layers.png
The bar under the picture is 50 microns long.
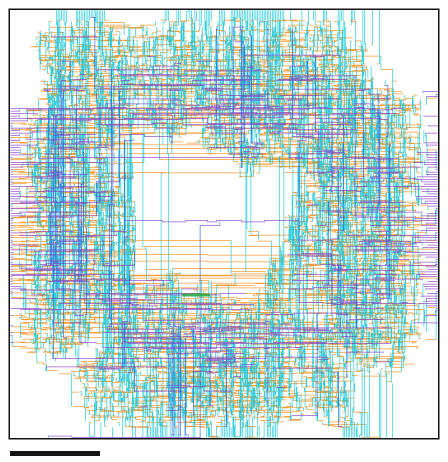
pinout.png
Pins as bars across the die edge, other pins in gray.
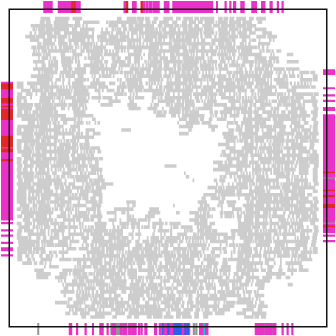
**src/rtl/bias_pkg.sv**
```systemverilog
// Shared widths and FSM encoding for the bias memory write path.
package bias_pkg;

  localparam int unsigned BIAS_CHANNEL_WIDTH = 288;
  localparam int unsigned IN_WIDTH           = 32;
  localparam int unsigned WORDS_PER_LINE     = BIAS_CHANNEL_WIDTH / IN_WIDTH;
  localparam int unsigned RD_ADDR_DEPTH      = 9;

  typedef enum logic [1:0] {
    IDLE  = 2'd0,
    FILL  = 2'd1,
    WRITE = 2'd2,
    DONE  = 2'd3
  } state_t;

endpackage

```
**src/rtl/bias_word_packer.sv**
```systemverilog
// Collects WORDS stream words into one line, word 0 in the least significant slot.
module bias_word_packer #(
  parameter int unsigned WORD_W = 32,
  parameter int unsigned WORDS  = 9
) (
  input  logic                    clk,
  input  logic                    rst,
  input  logic                    clr,
  input  logic [WORD_W-1:0]       word_in,
  input  logic                    word_en,
  output logic [WORD_W*WORDS-1:0] line_out,
  output logic                    line_full
);

  localparam int unsigned CNT_W = (WORDS > 1) ? $clog2(WORDS) : 1;

  logic [CNT_W-1:0]        word_cnt;
  logic [WORD_W*WORDS-1:0] pack_q;

  // line_out already includes the word being accepted, so the finished line
  // is available on the same edge that takes the last word.
  always_comb begin
    line_out = pack_q;
    for (int unsigned k = 0; k < WORDS; k++) begin
      if (word_en && (word_cnt == CNT_W'(k))) begin
        line_out[k*WORD_W +: WORD_W] = word_in;
      end
    end
  end

  assign line_full = word_en && (word_cnt == CNT_W'(WORDS - 1));

  always_ff @(posedge clk) begin
    if (rst || clr) begin
      word_cnt <= '0;
      pack_q   <= '0;
    end else if (word_en) begin
      pack_q   <= line_out;
      word_cnt <= line_full ? '0 : word_cnt + 1'b1;
    end
  end

endmodule

```
**src/rtl/bias_mem_loader.sv**
```systemverilog
// Packs a 32-bit word stream into bias lines and writes them to the bias memory from address 0.
module bias_mem_loader #(
  parameter int unsigned BIAS_CHANNEL_WIDTH = 288,
  parameter int unsigned RD_ADDR_DEPTH      = 9,
  parameter int unsigned IN_WIDTH           = 32
) (
  input  logic                          clk,
  input  logic                          rst,
  input  logic                          start,
  input  logic [RD_ADDR_DEPTH:0]        line_count,
  input  logic [IN_WIDTH-1:0]           s_data,
  input  logic                          s_valid,
  output logic                          s_ready,
  output logic                          mem_wr_en,
  output logic [RD_ADDR_DEPTH-1:0]      mem_addr_wr,
  output logic [BIAS_CHANNEL_WIDTH-1:0] mem_data_wr,
  output logic                          load_busy,
  output logic                          load_done
);

  import bias_pkg::*;

  localparam int unsigned WORDS = BIAS_CHANNEL_WIDTH / IN_WIDTH;
  localparam logic [RD_ADDR_DEPTH:0] MAX_LINES = {1'b1, {RD_ADDR_DEPTH{1'b0}}};

  if (BIAS_CHANNEL_WIDTH % IN_WIDTH != 0) begin : g_width_check
    $error("BIAS_CHANNEL_WIDTH must be a multiple of IN_WIDTH");
  end

  state_t                        state_q, state_d;
  logic [RD_ADDR_DEPTH:0]        count_q;
  logic [RD_ADDR_DEPTH-1:0]      line_addr_q;
  logic                          accept;
  logic                          pack_clr;
  logic                          line_full;
  logic                          last_line;
  logic [BIAS_CHANNEL_WIDTH-1:0] line_next;

  assign accept    = s_valid & s_ready;
  assign last_line = ({1'b0, line_addr_q} == (count_q - 1'b1));

  bias_word_packer #(
    .WORD_W (IN_WIDTH),
    .WORDS  (WORDS)
  ) u_packer (
    .clk       (clk),
    .rst       (rst),
    .clr       (pack_clr),
    .word_in   (s_data),
    .word_en   (accept),
    .line_out  (line_next),
    .line_full (line_full)
  );

  always_comb begin
    state_d  = state_q;
    pack_clr = 1'b0;
    case (state_q)
      IDLE: begin
        if (start) begin
          if (line_count != '0) begin
            state_d  = FILL;
            pack_clr = 1'b1;
          end else begin
            state_d = DONE;
          end
        end
      end
      FILL: begin
        if (line_full) state_d = WRITE;
      end
      WRITE: begin
        if (last_line) begin
          state_d = DONE;
        end else begin
          state_d  = FILL;
          pack_clr = 1'b1;
        end
      end
      DONE:    state_d = IDLE;
      default: state_d = IDLE;
    endcase
  end

  // Outputs are registered from the next state so they line up with the state they describe.
  always_ff @(posedge clk) begin
    if (rst) begin
      state_q     <= IDLE;
      count_q     <= '0;
      line_addr_q <= '0;
      s_ready     <= 1'b0;
      mem_wr_en   <= 1'b0;
      mem_addr_wr <= '0;
      mem_data_wr <= '0;
      load_busy   <= 1'b0;
      load_done   <= 1'b0;
    end else begin
      state_q   <= state_d;
      s_ready   <= (state_d == FILL);
      mem_wr_en <= (state_d == WRITE);
      load_busy <= (state_d == FILL) || (state_d == WRITE);
      load_done <= (state_d == DONE);
      if (state_q == IDLE && start) begin
        count_q     <= (line_count > MAX_LINES) ? MAX_LINES : line_count;
        line_addr_q <= '0;
      end
      if (state_q == WRITE && !last_line) begin
        line_addr_q <= line_addr_q + 1'b1;
      end
      if (state_q == FILL && state_d == WRITE) begin
        mem_addr_wr <= line_addr_q;
        mem_data_wr <= line_next;
      end
    end
  end

endmodule

```
**config.mk**
```make
export PLATFORM = sky130hd
export DESIGN_NAME = bias_mem_loader
export DESIGN_NICKNAME = d
export VERILOG_FILES = /design/src/rtl/bias_pkg.sv /design/src/rtl/bias_word_packer.sv /design/src/rtl/bias_mem_loader.sv
export SDC_FILE = /design/constraint.sdc
export NUM_CORES = 1
export LEC_CHECK = 0
export ABC_AREA = 1
export CORE_MARGIN = 5
export CORE_UTILIZATION = 49
export DETAILED_ROUTE_END_ITERATION = 12
export PLACE_DENSITY = 0.84
export SLEW_MARGIN = 5
export SYNTH_ARGS = -nofsm -noshare
export SYNTH_HDL_FRONTEND = slang
export SYNTH_HIERARCHICAL = 1
export SYNTH_SLANG_ARGS = --single-unit
```
**constraint.sdc**
```tcl
create_clock -name clk -period 5 [get_ports clk]
set_input_delay 0.75 -clock clk [delete_from_list [all_inputs] [get_ports clk]]
set_output_delay 0.75 -clock clk [all_outputs]
set_load 0.01 [all_outputs]
```
==> deck_impl_summary.md <==
Implementation Results

Logic synthesis
  • Syn avg cell area: around 6.8 sq um
  • Largest cells by area after synthesis: dfxtp_1 48%, nand2_1 14%, nand3_1 12%
  • Top logic family: simple AND/OR/NAND/NOR gates
  • Synth area leader: dfxtp_1
  • Registers, synthesis: 614
  • Post-Synth AOI/OAI Area: 0.0657
  • Adder-cell share of the synthesized area: 0.00438
  • YS chip area: approximately 26000 sq um
  • Yosys Instances: around 3800
  • Warnings from Yosys: 6
  • Basic Gates by Area: 0.311
  • Netlist cell types: 29
  • Synth top area share: 0.478
  • Sequential share of the synthesized area: 0.478
  • Mapped Cells: 3772

Pwr
  • Power Clock: around 4800 uW
  • Logic gate share of total power: 0.051
  • Power Total: 10200 uW
  • Seq power: about 4900 uW
  • VDD IR max: around 0.26 mV
  • Top pwr grp: registers
  • Power per Cell Area: 325 nW/um^2
  • Register share of total power: 0.482
  • Logic power comb: roughly 530 uW
  • LEAKAGE: 0.0144 uW
  • Net Sw Frac: 0.233
  • Int Pwr: 7830 uW

Clock tree
  • CTS Buffer Depth: 3
  • CTS tree: done
  • Resized Gates After CTS: 0
  • Total CTS buffers: between 60 and 70
  • CTS root buffer: clkbuf_16
  • Latency at later pin: about 0.62 ns
  • CTS Hold Bufs: 0
  • H-tree depth: 2
  • Sink Count: just over 600

Worst setup path
  • Most used cell, CP: nand2_1
  • CP Depth: 16
  • CP Class: reg2reg
  • CP bufs+invs: 4
  • Worst setup SP type: flip-flop
  • Critical path destination: u_packer/pack_q[44]
  • Reg2reg end: u_packer/pack_q[44]
  • Critical Path Source: count_q[0]
  • Worst Path Required: 5.54 ns
  • Slowest cell on the critical path: nor2_1
  • CP delay by family, top: simple AND/OR/NAND/NOR gates
  • Reg2Reg Setup Slack: 1.53 ns
  • Chain of cells forming the critical path: inv_2 -> ha_1 -> inv_1 -> nand2_1 -> nand2_1 -> nand2_1 -> nand2_1 -> nand3_1 -> nor2_2 -> nand3_4 -> nand2_4 -> nand2_1 -> nor2_1 -> inv_8 -> buf_12 -> nor2_1
  • Max stage delay on crit path: 0.44 ns
  • Critical path endpoint category: flip-flop

Placed design
  • GP Congestion: 0.872
  • Post-DP HPWL: 48000 microns

Drt
  • Uppermost layer routed: met5
  • Iteration tally of the first detailed-router pass: 6
  • Antenna-violating nets left: 0
  • Met2 WL post-DR: between 30000 and 40000 microns
  • Via density: between 5 and 6
  • Met3 WL: 9260 microns
  • # DRC: 0
  • Initial DRC count: 3370

Flow run
  • Max Cap Viol: 0
  • OpenROAD warning count: 49

Timing
  • Worst-margin pin slew: 1.30 ns
  • Rel. slew slack: 0.129
  • Clock Skews: 0.0170 ns
  • RSZ-0062 raised after global routing: false
  • Fmax: about 290 MHz
  • Crit share post-route: 0.695
  • Hold Fails Final Rpt: 0
  • Total negative setup slack: 0 ns
  • Max-slew violation count: 0

Layout
  • Share of layout cells above drive strength 1: 0.0390
  • Nets@finish: 4008
  • Most common logic cells in the final layout: 946 x nand2_1, 614 x dfxtp_1, 613 x nand3_1
  • Area Overhead vs Synth: 22.1%
  • Layout fillers: about 4600
  • Leading cell type in the layout, fill and taps excluded: nand2_1

Global routing
  • Total grt overflow: 0
  • Vias in the first global route: 22500
  • Initial antenna violation count: 5
  • Largest net degree at the start of global routing: 209

Worst hold path
  • Hold Path Depth: 2
  • Hold wc startpoint: mem_data_wr[250]
  • Min-Delay Endpoint: mem_data_wr[250]
  • HP Class: reg2reg

Die
  • Chip area: 57200 sq um
  • I/O pins: 347
  • Num rows: 84

Run status
  • Outcome: completed
About layers.png:
legend:
  orange:
    layer: M1
    wire_length: 32.5 mm
  blue:
    layer: M4
    wire_length: 3810 microns
  green:
    layer: M5
    wire_length: 13.8 microns
  cyan:
    layer: M2
    wire_length: 36.8 mm
  purple:
    layer: M3
    wire_length: 9260 microns
WL final: 82400 microns
routed len/inst: 17.6 microns
Total GRT Usage: 0.275
vias: 24700

About pinout.png:
legend:
  blue:
    port: line_count
    pins: 10
    direction: input
    edge: south
  magenta:
    port: mem_data_wr
    pins: 288
    direction: output
    edge: 95 north, 68 east, 63 south, 62 west
  red:
    port: s_data
    pins: 32
    direction: input
    edge: 22 west, 6 east, 4 north
  cyan:
    port: load_busy
    pins: 1
    direction: output
    edge: south
all pins by edge: 99 north, 88 south, 84 west, 76 east
die span in y: 239 microns
IO Port Bufs: 346
die extent in x: 239 microns

==> routing by layer <==
layer	vias up	global-route usage
met4	2	0.121
met5	-	0
met1	11400	0.375
met2	1145	0.425
li1	11900	-
met3	204	0.0564
==> flip-flops by register name, summed over array words and instances, names as in the netlist <==
register and count:
count_q 10, line_addr_q 9, load_busy 1, load_done 1
mem_addr_wr 9, mem_data_wr 288, mem_wr_en 1, s_ready 1
state_q 2, u_packer/pack_q 288, u_packer/word_cnt 4
==> cell type report <==
cell class                 count  area [sq um]  share of cell area
tap                          688           861              0.0274
clock inverter                19           230             0.00733
clock buffer                  95          1870              0.0595
sequential                   614         12300               0.391
inverter                     649          2440              0.0779
timing repair buffer         376          3790               0.121
antenna                        1          2.50           0.0000797
multi-input combinational   2251          9910               0.316
==> synthesized netlist by cell type <==
cell type and count:
o21ai_1 2, nor2_1 314, clkbuf_8 1, nand2_2 4
buf_4 12, dfxtp_1 614, nor2_4 3, nand3b_1 5
buf_1 16, nand4_1 3, nor3_1 2, a22oi_1 1
or2_1 1, inv_2 3, nand2_1 947, a21oi_1 317
clkinv_1 33, nand3_4 1, buf_2 76, ha_1 9
clkbuf_1 153, nand2_4 1, a211oi_1 6, inv_1 613
o21ai_0 8, xnor2_1 4, xor2_1 3, nand3_1 613
nor2_2 7
==> through the flow <==
| step | area (sq um) | utilization | setup slack [ns] | cells | hold WS [ns] |
|---|---|---|---|---|---|
| final | 31400 | 0.601 | 1.53 | 4693 | 0.459 |
| after global placement | 29300 | 0.561 | 1.32 | 4578 | 0.448 |
| after detailed placement | 29300 | 0.561 | 1.25 | 4578 | 0.452 |
| after floorplan | 25700 | - | 2.08 | 3772 | 0.459 |
| after global routing | 31400 | 0.601 | 1.31 | 4692 | 0.473 |
| after CTS | 31400 | 0.601 | 1.63 | 4692 | 0.461 |
Power is estimated from default activity; no workload was simulated.
